`src/rtl/ctrl_packet_initiator.sv`:
```
// Control-packet initiator: injects host register read/write packets into the
// stream between upstream words and waits for the matching read response.
module ctrl_packet_initiator #(
  parameter int unsigned DATA_WIDTH     = 512,
  parameter int unsigned STREAM_ID_NUM  = 16,
  parameter int unsigned CHUNK_ID_NUM   = 32,
  parameter int unsigned CHANNEL_ID_NUM = 1024,
  parameter int unsigned STATE_WIDTH    = 32,
  parameter int unsigned TIMEOUT_CYCLES = 1024,
  localparam int unsigned SID = $clog2(STREAM_ID_NUM),
  localparam int unsigned CKW = $clog2(CHUNK_ID_NUM),
  localparam int unsigned CHW = $clog2(CHANNEL_ID_NUM)
) (
  input  logic                   clk,
  input  logic                   rstn,
  // host request
  input  logic                   req_valid,
  output logic                   req_ready,
  input  logic                   req_write,
  input  logic [SID-1:0]         req_stream,
  input  logic [CHW-1:0]         req_hop,
  input  logic [31:0]            req_addr,
  input  logic [31:0]            req_wdata,
  // host response
  output logic                   rsp_valid,
  input  logic                   rsp_ready,
  output logic [31:0]            rsp_data,
  output logic                   rsp_timeout,
  // upstream traffic
  input  logic [DATA_WIDTH-1:0]  up_Data,
  input  logic [1:0]             up_Type,
  input  logic                   up_Last,
  input  logic [SID-1:0]         up_StreamID,
  input  logic [CKW-1:0]         up_ChunkID,
  input  logic [CHW-1:0]         up_ChannelID,
  input  logic [STATE_WIDTH-1:0] up_State,
  // downstream traffic
  output logic [DATA_WIDTH-1:0]  out_Data,
  output logic [1:0]             out_Type,
  output logic                   out_Last,
  output logic [SID-1:0]         out_StreamID,
  output logic [CKW-1:0]         out_ChunkID,
  output logic [CHW-1:0]         out_ChannelID,
  output logic [STATE_WIDTH-1:0] out_State,
  // return loop
  input  logic [DATA_WIDTH-1:0]  ret_Data,
  input  logic [1:0]             ret_Type,
  input  logic                   ret_Last,
  input  logic [SID-1:0]         ret_StreamID,
  input  logic [CKW-1:0]         ret_ChunkID,
  input  logic [CHW-1:0]         ret_ChannelID,
  input  logic [STATE_WIDTH-1:0] ret_State
);

  localparam int unsigned TW    = $clog2(TIMEOUT_CYCLES) + 1;
  localparam int unsigned WORDS = DATA_WIDTH / 32;

  typedef enum logic [1:0] {IDLE, INJECT, WAIT_RSP, RESP} state_t;

  state_t          state;
  logic            reqWrite;
  logic [SID-1:0]  reqStream;
  logic [CHW-1:0]  reqHop;
  logic [31:0]     reqAddr;
  logic [31:0]     reqWdata;
  logic [TW-1:0]   timer;
  logic            rspValid;
  logic [31:0]     rspData;
  logic            rspTimeout;
  logic            isMatch;
  logic            injectNow;
  logic            unusedRet;

  assign req_ready   = (state == IDLE);
  assign rsp_valid   = rspValid;
  assign rsp_data    = rspData;
  assign rsp_timeout = rspTimeout;

  // Read response for the pending request's stream, judged in the cycle it appears.
  assign isMatch = ret_Type[1] && !ret_ChunkID[CKW-1]
                && (ret_ChunkID[CKW-2:0] == (CKW-1)'(1))
                && (ret_StreamID == reqStream);

  // Injection only takes a bubble in the upstream; busy words always win.
  assign injectNow = (state == INJECT) && (up_Type == 2'b00);

  assign unusedRet = ^{ret_Last, ret_ChannelID, ret_State, ret_Data[DATA_WIDTH-1:32]};

  always_ff @(posedge clk or negedge rstn) begin
    if (!rstn) begin
      state         <= IDLE;
      reqWrite      <= 1'b0;
      reqStream     <= '0;
      reqHop        <= '0;
      reqAddr       <= '0;
      reqWdata      <= '0;
      timer         <= '0;
      rspValid      <= 1'b0;
      rspData       <= '0;
      rspTimeout    <= 1'b0;
      out_Data      <= '0;
      out_Type      <= 2'b00;
      out_Last      <= 1'b0;
      out_StreamID  <= '0;
      out_ChunkID   <= '0;
      out_ChannelID <= '0;
      out_State     <= '0;
    end else begin
      if (injectNow) begin
        out_Data      <= reqWrite ? {WORDS{reqWdata}} : '0;
        out_Type      <= 2'b10;
        out_Last      <= 1'b1;
        out_StreamID  <= reqStream;
        out_ChunkID   <= {1'b1, (CKW-1)'(reqWrite)};
        out_ChannelID <= reqHop;
        out_State     <= STATE_WIDTH'(reqAddr);
      end else begin
        out_Data      <= up_Data;
        out_Type      <= up_Type;
        out_Last      <= up_Last;
        out_StreamID  <= up_StreamID;
        out_ChunkID   <= up_ChunkID;
        out_ChannelID <= up_ChannelID;
        out_State     <= up_State;
      end

      case (state)
        IDLE: begin
          if (req_valid) begin
            reqWrite  <= req_write;
            reqStream <= req_stream;
            reqHop    <= req_hop;
            reqAddr   <= req_addr;
            reqWdata  <= req_wdata;
            state     <= INJECT;
          end
        end
        INJECT: begin
          if (injectNow) begin
            timer <= '0;
            state <= reqWrite ? IDLE : WAIT_RSP;
          end
        end
        WAIT_RSP: begin
          // A match in the final timer cycle still counts as a match.
          if (isMatch) begin
            rspValid   <= 1'b1;
            rspData    <= ret_Data[31:0];
            rspTimeout <= 1'b0;
            state      <= RESP;
          end else if (timer == TW'(TIMEOUT_CYCLES - 1)) begin
            rspValid   <= 1'b1;
            rspData    <= '0;
            rspTimeout <= 1'b1;
            state      <= RESP;
          end else begin
            timer <= timer + TW'(1);
          end
        end
        RESP: begin
          if (rsp_ready) begin
            rspValid <= 1'b0;
            state    <= IDLE;
          end
        end
        default: state <= IDLE;
      endcase
    end
  end

endmodule

```
`config.mk`:
```
export PLATFORM = sky130hd
export DESIGN_NAME = ctrl_packet_initiator
export DESIGN_NICKNAME = d
export VERILOG_FILES = /design/src/rtl/ctrl_packet_initiator.sv
export SDC_FILE = /design/constraint.sdc
export NUM_CORES = 1
export LEC_CHECK = 0
export ABC_AREA = 0
export CORE_AREA = 3 3 708 710
export CTS_BUF_LIST = sky130_fd_sc_hd__clkbuf_2 sky130_fd_sc_hd__clkbuf_4 sky130_fd_sc_hd__clkbuf_8
export CTS_CLUSTER_DIAMETER = 80
export DETAILED_ROUTE_END_ITERATION = 10
export DIE_AREA = 0 0 711 713
export PLACE_DENSITY = 0.3
export SLEW_MARGIN = 20
export SYNTH_ARGS = -nofsm -noshare
export SYNTH_HDL_FRONTEND = slang
export SYNTH_SLANG_ARGS = --single-unit
```
`constraint.sdc`:
```
create_clock -name clk -period 2.23 [get_ports clk]
set_input_delay 0.223 -clock clk [delete_from_list [all_inputs] [get_ports clk]]
set_output_delay 0.223 -clock clk [all_outputs]
set_load 0.01 [all_outputs]
```
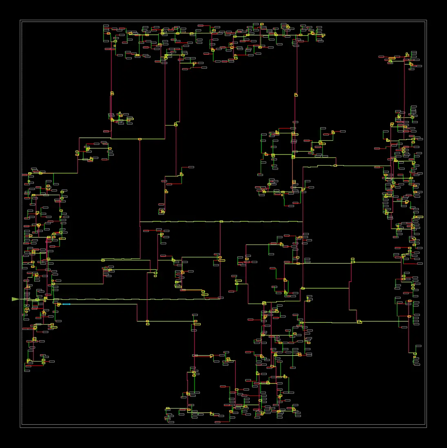
Fig. 1. Clock wiring as the flow saved it (run 1).
P_clk: 17.3 mW
Latency at later pin: 1.01 ns
worst clock skew: 0.142 ns
Num CTS Buffers: 166
clock sinks: 692

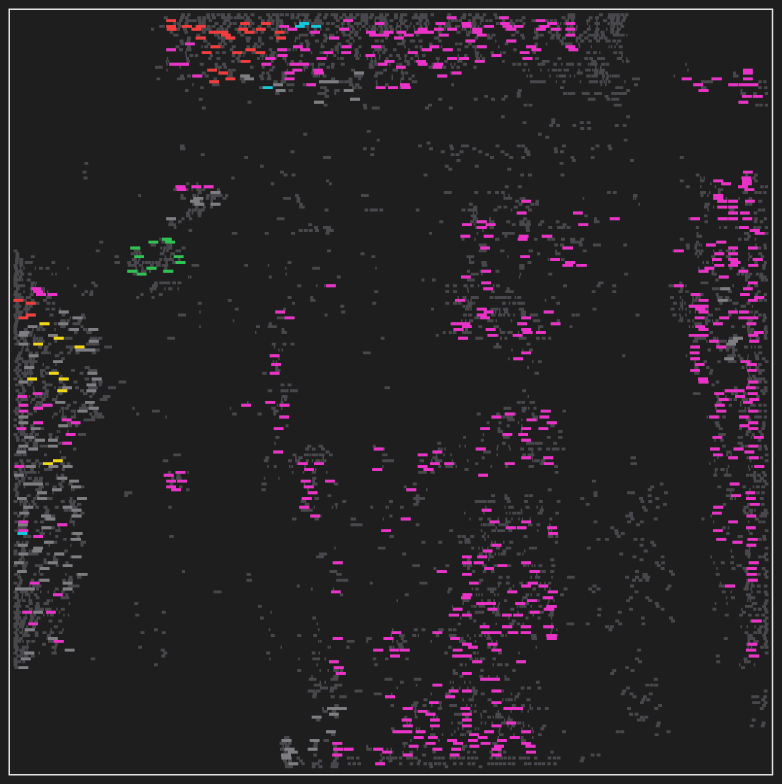
Fig. 2. Sequential cells colored by netlist name (run 1).
Other sequential cells in the stronger gray, the rest of the logic in the fainter gray.
Yellow is `reqHop`, sequential cells 10, where middle left. Green is `timer`, sequential cells 11. Red is `rsp_data`, sequential cells 32. Magenta is `out_Data`, sequential cells 512, where spread over the die. Cyan is `out_ChunkID`, sequential cells 5.
register area: 0.0174 mm2
Power Sequential: 16.7 mW
post-layout util: 11.6%

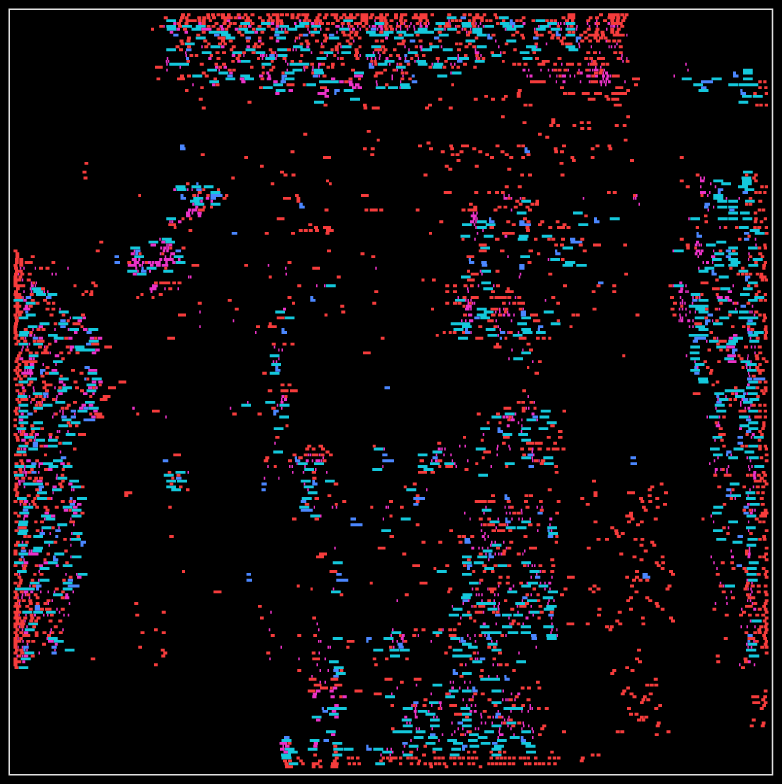
Fig. 3. Placement by cell class (run 1).
Cyan is flip-flops, cells 692, share of their area 35%. Blue is clock drivers and dummy loads, cells 280, share of their area 7.3%. Red is other buffers and delay cells, cells 2167, share of their area 44%. Magenta is all other logic, cells 1393, share of their area 13%.
Final Cell Area: 0.0577 mm2
flop share of the area: 30.1%
Core ar.: 0.496 mm2

==> job_summary.md, run 1 <==
## Implementation flow summary

| Metric | Value |
|---|---|
| Combinational Power Share | 31.4% |
| Max Clk Rate | 449 MHz |
| Sequential fraction of the synthesis area | 70.4% |
| Peak per-stage delay on the critical path | 0.61 ns |
| Comb area | 0.00645 mm2 |
| Synth Cell Area | 0.0246 mm2 |
| DRC | 0 |
| Clk tree area frac | 6.17% |
| Max FFs per register | 512 |
| DR vias | 27207 |
| Inverters | 0 |
| Grt ovf | 0 |
| Cell with the most instances after synthesis | nand2_1 |
| IO Pins | 1816 |
| Critical path's top delay family | buffers and inverters |
| Setup TNS | 0 ns |
| Comb. pwr | 15.6 mW |
| Top-area cell share | 70.4% |
| FP Core Util | 4.96% |
| Sequential share of power | 33.7% |
| Final worst slack | 0.000353 ns |
| Dominant cell type by area after synthesis | dfrtp_1 |
| PD cells | 861 mW/mm2 |
| Status | complete, no violations |
| Synth Area per Inst | 11.1 um2 |
| Clock slew seen by the registers of the worst setup and hold paths | 0.06 ns |
| Die X | 711 um |
| Iteration-0 DRC Markers | 1225 |
| Pwr Total | 49.7 mW |
| Non-Filler Instances | 11324 |
| Worst Hold Slack | 0.156 ns |
| Endpoints failing setup | 0 |
| Root Buffer | clkbuf_8 |
| Synth Instances | 2209 |
| Dpl hpwl | 278000 um |
| Ys async rst share | 100% |
| Avg Vias per Cell | 2.40 |
| GP Congestion | 0.904 |
| Final Cycle Share | 100% |
| Num rows | 259 |
| Compound Share, Synth | 1.53% |
| Max Slew Vio Count | 0 |
| Setup crit start kind | input port |
| Post-synth EDFFs | 0 |
| Top pwr grp | clock |
| OpenROAD warnings | 555 |
| Antenna violations before repair | 393 |
| Fin nets | 5636 |
| Yosys stat cell total | 2209 |
| Syn nets | 3425 |
| Die H | 713 um |
| Final hold viol count | 0 |
| Peak VDD IR | 673 uV |
| Final Critical Period | 2.23 ns |
| Clk buf depth | 4 |
| Critical path cell sequence | dlygate4sd3_1 > clkdlybuf4s50_1 > or3b_4 > nor2_4 > and2_4 > buf_12 > nand2_4 > buf_4 > nand2_1 |
| Bufs w/o clock | 2167 |
| Routed wire length | 318000 um |
| Fill count | 57045 |
| Setup crit end kind | register |
| # port buffers | 1291 |
| Synth cell types | 41 |
| Top logic family | simple AND/OR/NAND/NOR gates |
| Max-area cell class | buffers |
| Synth warnings | 0 |
| Most flops, register | out_Data |
| Reg2reg setup slack | 0.16 ns |
| Max FO, Critical Path | 9 |
| Post-Synth XOR/XNOR Area | 0.142% |
| Placed Area | 0.0475 mm2 |
| FA/HA/MAJ Cells, Area Fraction | 0.0509% |
| Hold crit path type | in -> async |
| Die Size | 0.507 mm2 |
| Comb_multi_in | 1393 |
| Cell area leaders | dfrtp_1 (70%), nand2_1 (18%), mux2_2 (3.6%) |
| Worst Path Buf+Inv | 4 |
| Crit Path Class | in -> reg |
| Pre-CTS setup slack | -0.399 ns |
| P_int | 31.6 mW |
| Worst Max-Slew Pin Slew | 0.920 ns |
| H-tree depth | 4 |
| CP Data Arrival Time | 3.06 ns |
| Routed wire length per instance | 28.1 um |
| RSZ-0062 raised after global routing | no |
| Commonest cells post-synth | nand2_1 (1182), dfrtp_1 (692), buf_2 (79), mux2_2 (79) |
| Clk pwr share | 34.9% |
| Mux share | 3.90% |
| Leakage | 25.6 nW |
| NetSw | 18.1 mW |
| And+or+nand+nor area frac | 20.5% |
| Vias in the first global route | 29664 |
| TritonCTS clock tree | built |
| Most used DFF post-synth | dfrtp_1 |
| Tap cells | 6655 |
| Fraction of final layout cells sized beyond drive strength 1 | 15.7% |
| Dpl cells | 10228 |
| Total track usage | 12.1% |
| Area Growth Syn to Fin | 134% |
| Relative slew slack | 38.5% |
| Switching Fraction | 36.5% |
| Flip-flops | 692 |
| DRT antenna net count | 0 |
| Synth Register Bits | 692 |
| Logic share of the area | 11.2% |
| Top Layout Cells | nand2_1 (1179), clkdlybuf4s50_1 (729), dlygate4sd3_1 (678) |
| Slowest CP cell | dlygate4sd3_1 |
| Largest net degree at the start of global routing | 120 |
| Buffering overhead | 37.5% |
| Worst EP required | 3.06 ns |
-- run 1: metal layers --
metal  share of wire, %  GRT usage [%]
met5               0.16              0
met3                9.8           4.90
met4                3.0           2.63
met1                 39           14.1
met2                 48           20.9
-- run 1: final timing paths --
kind | start | end | cells past startpoint
setup / recovery | up_Type[0] | out_Data[34] | 9
hold / removal | rstn | out_Data[336] | 3
setup reg to reg | timer[0] | rsp_data[5] | 7
hold reg to reg | reqAddr[5] | out_State[5] | 2
max in group asynchronous | rstn | out_Data[311] | 5
min in group clk | up_Data[113] | out_Data[113] | 3
-- run 1: repair_timing --
item,4_1_cts,5_1_grt
setup endpoints to repair,531,2
setup buffers,0,0
hold buffers,679,0
hold endpoints to repair,1367,0
resized,686,2
==> run 2, diff against run 1 <==
--- a/config.mk
+++ b/config.mk
@@ -6,6 +6,7 @@
 export NUM_CORES = 1
 export LEC_CHECK = 0
 export ABC_AREA = 0
+export CAP_MARGIN = 5
 export CORE_AREA = 3 3 708 710
 export CTS_BUF_LIST = sky130_fd_sc_hd__clkbuf_2 sky130_fd_sc_hd__clkbuf_4 sky130_fd_sc_hd__clkbuf_8
 export CTS_CLUSTER_DIAMETER = 80
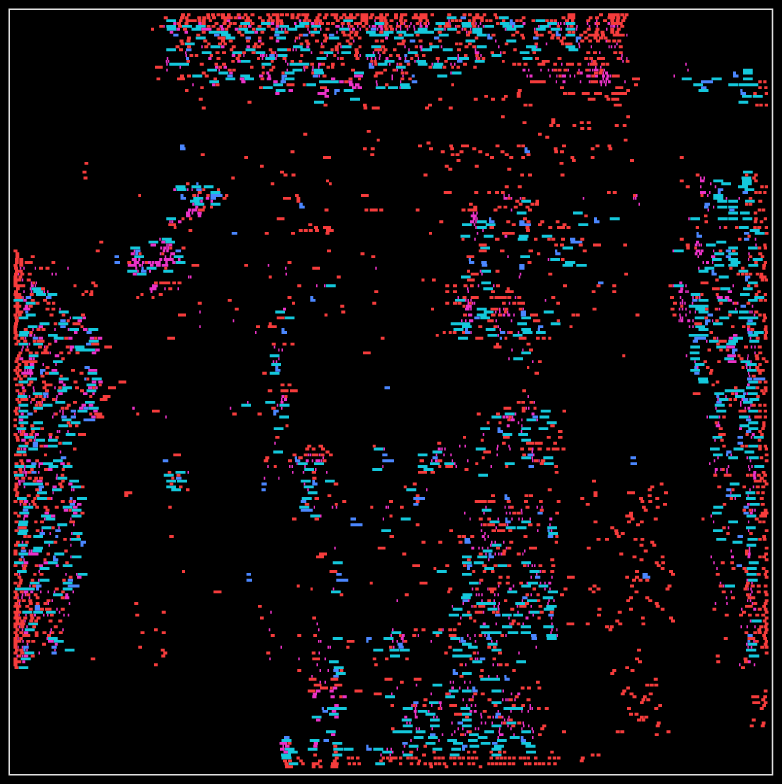
Fig. 4. Placement by cell class (run 2).
Red is other buffers and delay cells, cells 2167, share of their area 44%. Cyan is flip-flops, cells 692, share of their area 35%. Blue is clock drivers and dummy loads, cells 280, share of their area 7.3%. Magenta is all other logic, cells 1393, share of their area 13%.
num rows: 259

==> run 2 against run 1 <==
Effect of this change:
- design area stayed put
- non-clock buffer count stayed put
- sequential power hardly changed
- clock power hardly changed
- global-route usage stayed put
- fmax stayed put
- worst setup slack stayed put
==> job_summary.md, run 2 <==
## Implementation flow summary

| Metric | Value |
|---|---|
| Synth cell types | 41 (unchanged) |
| DR vias | 27207 (unchanged) |
| Fraction of final layout cells sized beyond drive strength 1 | 15.7% (unchanged) |
| And+or+nand+nor area frac | 20.5% (unchanged) |
| OpenROAD warnings | 555 (unchanged) |
| Die X | 711 um (unchanged) |
| Worst Max-Slew Pin Slew | 0.920 ns (unchanged) |
| Max Slew Vio Count | 0 (unchanged) |
| Sequential share of power | 33.7% (about the same) |
| Final hold viol count | 0 (unchanged) |
| Final Critical Period | 2.23 ns (unchanged) |
| Grt ovf | 0 (unchanged) |
| Worst clock skew | 0.142 ns (unchanged) |
| Synth Area per Inst | 11.1 um2 (unchanged) |
| Fill count | 57045 (unchanged) |
| Latency at later pin | 1.01 ns (about the same) |
| CP startpoint | up_Type[0] (unchanged) |
| Antenna violations before repair | 393 (unchanged) |
| Cell with the most instances after synthesis | nand2_1 (unchanged) |
| Worst Hold Slack | 0.156 ns (unchanged) |
| Top-area cell share | 70.4% (unchanged) |
| Clk pwr share | 34.9% (about the same) |
| Post-Synth XOR/XNOR Area | 0.142% (unchanged) |
| Endpoints failing setup | 0 (unchanged) |
| Post-synth EDFFs | 0 (unchanged) |
| Status | complete, no violations (unchanged) |
| Clock slew seen by the registers of the worst setup and hold paths | 0.06 ns (about the same) |
| Placed Area | 0.0475 mm2 (unchanged) |
| Register area | 0.0174 mm2 (unchanged) |
| Dpl hpwl | 278000 um (unchanged) |
| Post-layout util | 11.6% (unchanged) |
| Max-area cell class | buffers (unchanged) |
| Synth warnings | 0 (unchanged) |
| Clk buf depth | 4 (unchanged) |
| Worst EP required | 3.06 ns (about the same) |
| Crit Path Class | in -> reg (unchanged) |
| IO Pins | 1816 (unchanged) |
| Inverters | 0 (unchanged) |
| DRT antenna net count | 0 (unchanged) |
| DRC | 0 (unchanged) |
| Worst Path Buf+Inv | 4 (unchanged) |
| Peak VDD IR | 673 uV (unchanged) |
| Ys async rst share | 100% (unchanged) |
| H-tree depth | 4 (unchanged) |
| Vias in the first global route | 29664 (unchanged) |
| Fin nets | 5636 (unchanged) |
| Avg Vias per Cell | 2.40 (unchanged) |
| Worst path depth | 9 (unchanged) |
| Flop share of the area | 30.1% (unchanged) |
| Hold crit path type | in -> async (unchanged) |
| Leakage | 25.6 nW (unchanged) |
| Peak per-stage delay on the critical path | 0.61 ns (about the same) |
| Max FFs per register | 512 (unchanged) |
| Max FO, Critical Path | 9 (unchanged) |
| Top pwr grp | clock (unchanged) |
| Logic share of the area | 11.2% (unchanged) |
| Critical path cell sequence | dlygate4sd3_1 > clkdlybuf4s50_1 > or3b_4 > nor2_4 > and2_4 > buf_12 > nand2_4 > buf_4 > nand2_1 (unchanged) |
| Die Size | 0.507 mm2 (unchanged) |
| NetSw | 18.1 mW (unchanged) |
| Most used DFF post-synth | dfrtp_1 (unchanged) |
| Synth Register Bits | 692 (unchanged) |
| Postcts setup bufs | 0 (unchanged) |
| Synth Instances | 2209 (unchanged) |
| Comb area | 0.00645 mm2 (unchanged) |
| Routed wire length | 318000 um (unchanged) |
| Comb. pwr | 15.6 mW (about the same) |
| Commonest cells post-synth | nand2_1 (1182), dfrtp_1 (692), buf_2 (79), mux2_2 (79) (unchanged) |
| CP Data Arrival Time | 3.06 ns (about the same) |
| Relative slew slack | 38.5% (unchanged) |
| Largest net degree at the start of global routing | 120 (unchanged) |
| # hold bufs at CTS | 679 (unchanged) |
| Critical path's top delay family | buffers and inverters (unchanged) |
| P_clk | 17.3 mW (about the same) |
| Final Cycle Share | 100% (unchanged) |
| Reg2reg setup slack | 0.16 ns (about the same) |
| CTS-repair resized insts | 686 (unchanged) |
| Critical Path End | out_Data[34] (unchanged) |
| Most flops, register | out_Data (unchanged) |
| Dpl cells | 10228 (unchanged) |
| Iteration-0 DRC Markers | 1225 (unchanged) |
| Compound Share, Synth | 1.53% (unchanged) |
| P_int | 31.6 mW (unchanged) |
| Core ar. | 0.496 mm2 (unchanged) |
| Area Growth Syn to Fin | 134% (unchanged) |
| Buffering overhead | 37.5% (unchanged) |
| # port buffers | 1291 (unchanged) |
| Final worst slack | 0.000353 ns (unchanged) |
| Clock sinks | 692 (unchanged) |
| FA/HA/MAJ Cells, Area Fraction | 0.0509% (unchanged) |
| Syn nets | 3425 (unchanged) |
| Mux share | 3.90% (unchanged) |
| Pre-CTS setup slack | -0.399 ns (unchanged) |
| RSZ-0062 raised after global routing | no (unchanged) |
| Top Layout Cells | nand2_1 (1179), clkdlybuf4s50_1 (729), dlygate4sd3_1 (678) (unchanged) |
| PD cells | 861 mW/mm2 (unchanged) |
| R2r endpoint | rsp_data[5] (unchanged) |
| Clk tree area frac | 6.17% (unchanged) |
| Num CTS Buffers | 166 (unchanged) |
| Power Sequential | 16.7 mW (about the same) |
| Routed wire length per instance | 28.1 um (unchanged) |
| TritonCTS clock tree | built (unchanged) |
| Cell area leaders | dfrtp_1 (70%), nand2_1 (18%), mux2_2 (3.6%) (unchanged) |
| Max Clk Rate | 449 MHz (unchanged) |
| Slowest CP cell | dlygate4sd3_1 (unchanged) |
| R2r startpoint | timer[0] (unchanged) |
| Comb_multi_in | 1393 (unchanged) |
| Root Buffer | clkbuf_8 (unchanged) |
| FP Core Util | 4.96% (unchanged) |
| Bufs w/o clock | 2167 (unchanged) |
| Setup TNS | 0 ns (unchanged) |
| Total track usage | 12.1% (unchanged) |
| Non-Filler Instances | 11324 (unchanged) |
| Dominant cell type by area after synthesis | dfrtp_1 (unchanged) |
| Top logic family | simple AND/OR/NAND/NOR gates (unchanged) |
| Worst reg-to-reg path cell count | 7 (unchanged) |
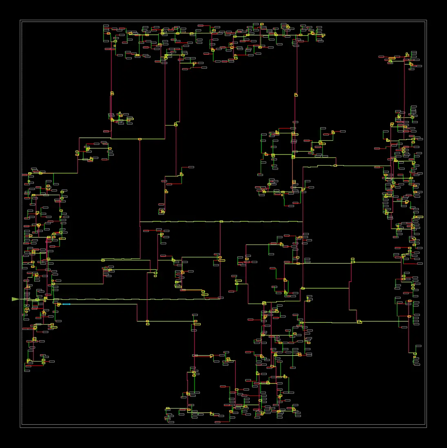
Fig. 5. Clock wiring as the flow saved it (run 2).
flip-flops: 692
clock buf count: 229

run 2: cell counts after synthesis:
Identical to the previous run, type by type.
run 2: layer usage:
metal / up-vias / share of wire (%) / wire length [um] / GRT usage (%)
met5: - / 0.16 / 494 / 0
li1: 11475 / - / - / -
met3: 674 / 9.8 / 31200 / 4.90
met2: 1675 / 48 / 152000 / 20.9
met4: 78 / 3.0 / 9460 / 2.63
met1: 13305 / 39 / 125000 / 14.1
run 2: worst register-to-register path: cells and delay by family, from the launching register on:
family                   cells  cell delay (ns)
AND/OR/NAND/NOR              3             0.78
flip-flops                   1             0.41
AND-OR/OR-AND                2             0.38
adder cells (fa/ha/maj)      1             0.21
buffers and inverters        1             0.16
No activity file was given, so power comes from the tool's default toggle rates.
